Power grid:
Pins as bars on the die edge.
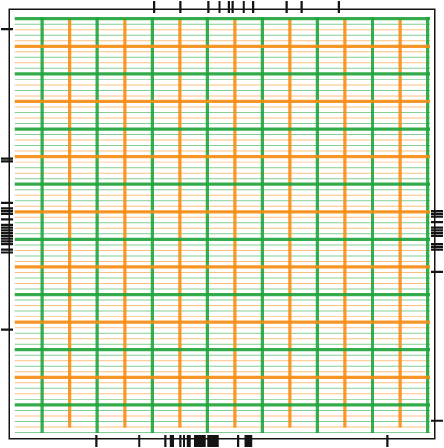
Gate families picked out:
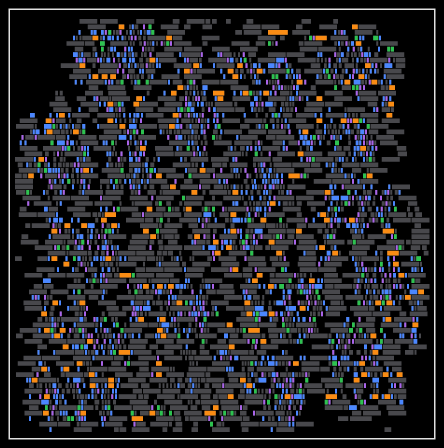
Register map, names as in the netlist:
Other sequential cells in the stronger grey, the rest of the logic in the fainter grey.
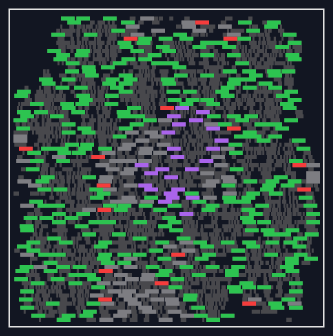
Clock nets:
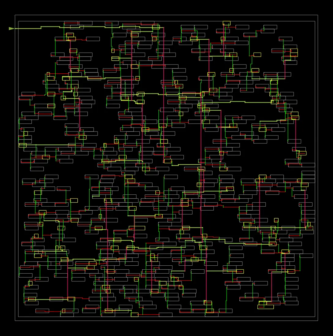
Close-up of the layout:
Region (27, 133) to (77, 183) µm. Cells in grey, sequential cells in the stronger grey; small squares are vias.
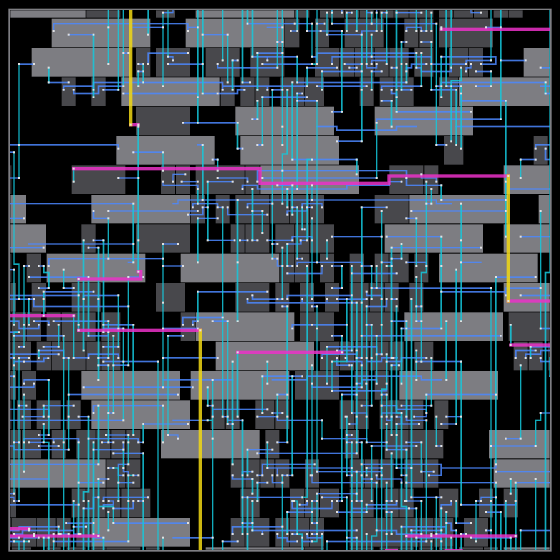
--- src/rtl/switch_led_ctrl_if.sv ---
// Switch/LED bundle: raw switches and mode in, LED drive, debounced state and change-mask handshake out.
interface switch_led_ctrl_if #(
  parameter int WIDTH = 16
);
  logic [WIDTH-1:0] i_switches;
  logic [1:0]       i_mode;
  logic             i_change_ready;
  logic [WIDTH-1:0] o_led;
  logic [WIDTH-1:0] o_sw_stable;
  logic             o_change_valid;
  logic [WIDTH-1:0] o_change_mask;

  modport master (
    output i_switches, i_mode, i_change_ready,
    input  o_led, o_sw_stable, o_change_valid, o_change_mask
  );

  modport slave (
    input  i_switches, i_mode, i_change_ready,
    output o_led, o_sw_stable, o_change_valid, o_change_mask
  );
endinterface

--- src/rtl/switch_led_ctrl.sv ---
// Per-channel switch debouncer with an OR-accumulated change mask (valid/ready) and a
// registered LED driver with mirror, toggle, blink and off modes. Switch->stable: 2+DEBOUNCE_CYCLES.
module switch_led_ctrl #(
  parameter int WIDTH           = 16,
  parameter int DEBOUNCE_CYCLES = 1000000,
  parameter int BLINK_DIV       = 25000000
) (
  input  logic              i_clk,
  input  logic              i_rst_n,
  switch_led_ctrl_if.slave  bus
);

  localparam int CW = (DEBOUNCE_CYCLES > 1) ? $clog2(DEBOUNCE_CYCLES) : 1;
  localparam int BW = (BLINK_DIV > 1) ? $clog2(BLINK_DIV) : 1;
  localparam logic [CW-1:0] CNT_MAX   = CW'(DEBOUNCE_CYCLES - 1);
  localparam logic [BW-1:0] BLINK_MAX = BW'(BLINK_DIV - 1);

  logic [WIDTH-1:0] sync1, sync2;
  logic [WIDTH-1:0] stable, stable_d;
  logic [CW-1:0]    cnt [WIDTH];
  logic [WIDTH-1:0] toggle;
  logic [BW-1:0]    blink_cnt;
  logic             blink_phase;
  logic [WIDTH-1:0] mask;
  logic [WIDTH-1:0] led;

  logic [WIDTH-1:0] trans, rises, mask_next, led_next;
  logic             valid, hs;

  always_ff @(posedge i_clk or negedge i_rst_n) begin
    if (!i_rst_n) begin
      sync1  <= '0;
      sync2  <= '0;
      stable <= '0;
      for (int i = 0; i < WIDTH; i++) cnt[i] <= '0;
    end else begin
      sync1 <= bus.i_switches;
      sync2 <= sync1;
      // Stable bit follows only after CNT_MAX+1 consecutive differing cycles.
      for (int i = 0; i < WIDTH; i++) begin
        if (sync2[i] == stable[i]) begin
          cnt[i] <= '0;
        end else if (cnt[i] == CNT_MAX) begin
          stable[i] <= sync2[i];
          cnt[i]    <= '0;
        end else begin
          cnt[i] <= cnt[i] + 1'b1;
        end
      end
    end
  end

  // Transitions are seen one cycle after the stable bit moves.
  assign trans     = stable ^ stable_d;
  assign rises     = stable & ~stable_d;
  assign valid     = |mask;
  assign hs        = valid & bus.i_change_ready;
  assign mask_next = hs ? trans : (mask | trans);

  always_comb begin
    led_next = '0;
    case (bus.i_mode)
      2'd0:    led_next = stable;
      2'd1:    led_next = toggle;
      2'd2:    led_next = stable & {WIDTH{blink_phase}};
      default: led_next = '0;
    endcase
  end

  always_ff @(posedge i_clk or negedge i_rst_n) begin
    if (!i_rst_n) begin
      stable_d    <= '0;
      toggle      <= '0;
      blink_cnt   <= '0;
      blink_phase <= 1'b0;
      mask        <= '0;
      led         <= '0;
    end else begin
      stable_d <= stable;
      toggle   <= toggle ^ rises;
      mask     <= mask_next;
      led      <= led_next;
      if (blink_cnt == BLINK_MAX) begin
        blink_cnt   <= '0;
        blink_phase <= ~blink_phase;
      end else begin
        blink_cnt <= blink_cnt + 1'b1;
      end
    end
  end

  assign bus.o_led          = led;
  assign bus.o_sw_stable    = stable;
  assign bus.o_change_valid = valid;
  assign bus.o_change_mask  = mask;

endmodule

--- src/flat_wrapper.sv ---
// flat-port wrapper written by rule: the top's interface ports become plain ports
module switch_led_ctrl_flat 
#(
  parameter int WIDTH           = 16,
  parameter int DEBOUNCE_CYCLES = 1000000,
  parameter int BLINK_DIV       = 25000000
)
  (i_clk, i_rst_n, bus_i_switches, bus_i_mode, bus_i_change_ready, bus_o_led, bus_o_sw_stable, bus_o_change_valid, bus_o_change_mask);
  switch_led_ctrl_if #(.WIDTH(WIDTH)) bus_i ();
  input  logic i_clk;
  input  logic i_rst_n;
  input wire logic [$bits(bus_i.i_switches)-1:0] bus_i_switches;
  input wire logic [$bits(bus_i.i_mode)-1:0] bus_i_mode;
  input wire logic [$bits(bus_i.i_change_ready)-1:0] bus_i_change_ready;
  output wire logic [$bits(bus_i.o_led)-1:0] bus_o_led;
  output wire logic [$bits(bus_i.o_sw_stable)-1:0] bus_o_sw_stable;
  output wire logic [$bits(bus_i.o_change_valid)-1:0] bus_o_change_valid;
  output wire logic [$bits(bus_i.o_change_mask)-1:0] bus_o_change_mask;
  assign bus_i.i_switches = bus_i_switches;
  assign bus_i.i_mode = bus_i_mode;
  assign bus_i.i_change_ready = bus_i_change_ready;
  assign bus_o_led = bus_i.o_led;
  assign bus_o_sw_stable = bus_i.o_sw_stable;
  assign bus_o_change_valid = bus_i.o_change_valid;
  assign bus_o_change_mask = bus_i.o_change_mask;
  switch_led_ctrl #(.WIDTH(WIDTH), .DEBOUNCE_CYCLES(DEBOUNCE_CYCLES), .BLINK_DIV(BLINK_DIV)) u_core (.i_clk(i_clk), .i_rst_n(i_rst_n), .bus(bus_i));
endmodule
--- config.mk ---
export PLATFORM = sky130hd
export DESIGN_NAME = switch_led_ctrl_flat
export DESIGN_NICKNAME = d
export VERILOG_FILES = /design/src/rtl/switch_led_ctrl_if.sv /design/src/rtl/switch_led_ctrl.sv /design/src/flat_wrapper.sv
export SDC_FILE = /design/constraint.sdc
export NUM_CORES = 1
export LEC_CHECK = 0
export ABC_AREA = 1
export CORE_AREA = 2 2 207 209
export CTS_BUF_LIST = sky130_fd_sc_hd__clkbuf_4 sky130_fd_sc_hd__clkbuf_8
export DETAILED_ROUTE_END_ITERATION = 10
export DIE_AREA = 0 0 209 211
export GPL_ROUTABILITY_DRIVEN = 0
export PLACE_DENSITY = 0.74
export SYNTH_ARGS = -nofsm -noshare
export SYNTH_HDL_FRONTEND = slang
export SYNTH_SLANG_ARGS = --single-unit
--- constraint.sdc ---
create_clock -name i_clk -period 4 [get_ports i_clk]
set_clock_uncertainty 0.05 [all_clocks]
set_input_delay 1.2 -clock i_clk [delete_from_list [all_inputs] [get_ports i_clk]]
set_output_delay 1.2 -clock i_clk [all_outputs]
set_load 0.1 [all_outputs]
==> ci_impl_report.md <==
### Flow metrics

| Metric | Value |
|---|---|
| Outcome | `finished, final reports clean` |
| Ports | `70` |
| ANT cells | `0` |
| Met2 Track Usage GR | `0.397` |
| Yosys stat chip area | `0.0237 mm²` |
| Input/output buffers | `69` |
| Mean Syn Cell Area | `7.98 µm²` |
| DR iter-0 viols | `1382` |
| DR vias/cell | `5.24` |
| Final period utilization | `0.844` |
| Max stage delay cell, worst path | `clkdlybuf4s50_1` |
| Sequential power share | `0.497` |
| Die Span X | `209 µm` |
| CTS resizes | `0` |
| DIE AREA | `0.0441 mm²` |
| Crit-path max FO | `1` |
| Fmax | `296 MHz` |
| Yosys cell count | `2964` |
| Clock net power | `0.00440 W` |
| WL final | `50.9 mm` |
| Via count | `19400` |
| Worst Reg-to-Reg Cells | `4` |
| Synth unique cells | `42` |
| WP data arrival | `2.12 ns` |
| Cell area leaders | `dfrtp_1 48%, nor2_1 9.7%, nand2_1 9.1%` |
| Post-DP HPWL | `36.8 mm` |
| Worst r2r src | `u_core.bus.o_sw_stable[10]$_DFFE_PN0P_` |
| Hold Crit Depth | `0` |
| Met3 Track Usage GR | `0.0543` |
| Crit path launch type | `register` |
| Worst hold path class | `register to register` |
| FILL cells | `3544` |
| Clock-pin slew on the worst setup and hold paths | `0.06 ns` |
| Leakage Power | `12.0 nW` |
| Largest stage delay, worst path | `1.12 ns` |
| Routed length per instance | `13.7 µm` |
| CP Data Required Time | `2.75 ns` |
| Tool warnings | `28` |
| Met1 WL | `23.0 mm` |
| Cell taking the most area after synthesis | `dfrtp_1` |
| Busiest layer in global routing | `met2` |
| Top sig layer | `met4` |
| MI comb area | `0.0108 mm²` |
| Design Area, Final | `0.0266 mm²` |
| Share of layout cells above drive strength 1 | `0.113` |
| Layout clock area frac | `0.0615` |
| Worst vdd ir | `0.000248 V` |
| Comb pwr share | `0.042` |
| Antenna viol nets, final | `0` |
| Clock Path Buffers | `3` |
| Mapped Nets | `3018` |
| Pint | `0.00729 W` |
| Level count of the clock H-tree | `3` |
| Post-CTS setup buffer count | `0` |
| First-pass GRT wire length | `88.7 mm` |
| Hold buffers post-CTS | `0` |
| Crit path buf inv count | `1` |
| Top power group | `registers` |
| Max Cap Violations | `0` |
| Yosys Warn Count | `0` |
| Sink Count | `458` |
| Total gr overflow | `0` |
| Pre-Place Util | `0.567` |
| # Taps | `539` |
| Switch share | `0.236` |
| Largest class | `registers` |
| Crit Path Class | `register to output pin` |
| Met1 global-route usage | `0.321` |
| RSZ-0062 raised after global routing | `no` |
| Mapped cell area | `0.0237 mm²` |
| Dpl cell area | `0.0250 mm²` |
| Power Total | `0.00954 W` |
| DIE HEIGHT | `211 µm` |
| Register bit total from synthesis | `458` |
| Fin crit period | `3.37 ns` |
| Buffering overhead | `0.0259` |
| Area delta synth->final | `12.5%` |
| Slew HR | `0.297` |
| Slew Limit Fails | `0` |
| WP depth | `1` |
| Cell area power density | `358 mW/mm²` |
| Critical Path Start | `u_core.bus.o_led[7]$_DFF_PN0_` |
| CP top delay family | `buffers and inverters` |
| CTS tree | `yes` |
| Cells after Synth | `2964` |
| DR pass1 iterations | `5` |
| Critical hold path startpoint | `u_core.sync1[14]$_DFF_PN0_` |
-- 'power grid' (at the start) --
- VDD: orange
- VSS: green
- signal pins: 70
- met1 rails: 76
- met5 straps: 15
- met4 straps: 15

-- 'gate families picked out' (at the start) --
- inv cells: purple (cells 368; where widely spread)
- aoi and oai cells: green (cells 154; where widely spread)
- xor and xnor cells: orange (cells 164; where widely spread)
- nor cells: blue (cells 748; where widely spread)
Non-Filler Instances: 3703
most numerous logic cell after layout: nor2_1
logic share of the area: 0.405

-- 'register map, names as in the netlist' (at the start) --
- u_core.bus.o_sw_stable: red (sequential cells 16)
- u_core.cnt: green (sequential cells 320; where widely spread)
- u_core.blink_cnt: purple (sequential cells 25; where centre)
final core occ: 0.637
Power Sequential: 0.00474 W
proportion of cell area occupied by registers: 0.431
FF/Latch Area: 0.0115 mm²

-- 'clock nets' (at the start) --
CTS Buf Count: 77
Late-Pin Clk Latency: 0.66 ns
Clock buffer cells: 117
flop count: 458

-- 'close-up of the layout' (at the start) --
- M1: blue
- M3: magenta
- M2: cyan
- M4: yellow
- most frequent: nor2_1 (45), nand2_1 (30), dfrtp_1 (28)
- cells with their middle in the window: 189
- sequential cells in the window: 28
- netlist names of flops here include: u_core.cnt (28)

## kinds of logic (layout without fill, tap and decap cells)
| logic type | count (synthesis) | count (layout) | synth area share |
|---|---|---|---|
| buf+inv | 378 | 578 | 0.0603 |
| xor+xnor | 164 | 164 | 0.0653 |
| flops | 458 | 458 | 0.484 |
| compound gates | 156 | 156 | 0.0339 |
| simple gates | 1775 | 1775 | 0.339 |
| fa+ha+maj | 33 | 33 | 0.0174 |
## worst paths after layout
path / to / slack (ns)
hold reg to reg: u_core.sync2[14]$_DFF_PN0_ / 0.28
setup / recovery: bus_o_led[7] / 0.63
hold / removal: u_core.sync2[14]$_DFF_PN0_ / 0.28
min in group asynchronous: u_core.cnt[230]$_DFF_PN0_ / 0.42
setup reg to reg: u_core.cnt[109]$_DFF_PN0_ / 1.92
max in group asynchronous: u_core.cnt[33]$_DFF_PN0_ / 2.49
## state kept, by name (all words and copies together) (netlist names)
register,cells
u_core.bus.o_change_mask,16
u_core.stable_d,16
u_core.toggle,16
u_core.sync2,16
u_core.bus.o_led,16
u_core.blink_cnt,25
u_core.cnt,320
u_core.sync1,16
u_core.blink_phase,1
u_core.bus.o_sw_stable,16
## stage by stage
| stage | setup slack (ns) | utilization | std cells |
|---|---|---|---|
| global route | 0.563 | 0.637 | 3703 |
| CTS | 0.578 | 0.637 | 3703 |
| global placement | 1.17 | 0.598 | 3569 |
| floorplan | 0.883 | - | 2964 |
| finish | 0.626 | 0.637 | 3703 |
| detailed placement | 1.17 | 0.598 | 3569 |
## placed cells by master (no fill, tap or decap), drive strengths merged, types with 2 or more instances in the layout
cell and n:
nor2 678, nand2 613, dfrtp 458, inv 371
nand3 340, xor2 129, clkbuf 117, a21oi 96
nor3 56, buf 52, nand4 50, o21ai 49
xnor2 35, ha 33, clkdlybuf4s50 24, nand3b 12
clkinv 11, and2 8, nor3b 8, nor4 6
o21bai 3, a31oi 3, a211oi 2, and3 2
o21a 2, bufinv 2, or2 2
## synthesized netlist by cell type
| library cell | number |
|---|---|
| nor2_1 | 609 |
| nand2_1 | 574 |
| dfrtp_1 | 458 |
| inv_1 | 351 |
| nand3_1 | 315 |
| xor2_1 | 119 |
| a21oi_1 | 96 |
| nand4_1 | 50 |
| nor3_1 | 50 |
| nor2_2 | 43 |
| nand2_2 | 37 |
| o21ai_0 | 34 |
| ha_1 | 33 |
| xnor2_1 | 32 |
| nor2_4 | 26 |
| nand3_2 | 20 |
| inv_2 | 16 |
| o21ai_1 | 15 |
| nand3b_1 | 12 |
| xor2_2 | 9 |
| and2_1 | 7 |
| nor3b_1 | 7 |
| nor3_2 | 6 |
| nor4_1 | 6 |
| clkbuf_1 | 5 |
| nand3_4 | 5 |
| buf_2 | 4 |
| a31oi_1 | 3 |
| o21bai_1 | 3 |
| xnor2_2 | 3 |
| a211oi_1 | 2 |
| and3_1 | 2 |
| nand2_4 | 2 |
| o21a_1 | 2 |
| and2_2 | 1 |
| buf_4 | 1 |
| clkinv_1 | 1 |
| nor3b_2 | 1 |
| o22ai_1 | 1 |
| or2_0 | 1 |
| or2_1 | 1 |
| xor2_4 | 1 |
Power is estimated from default activity; no workload was simulated.
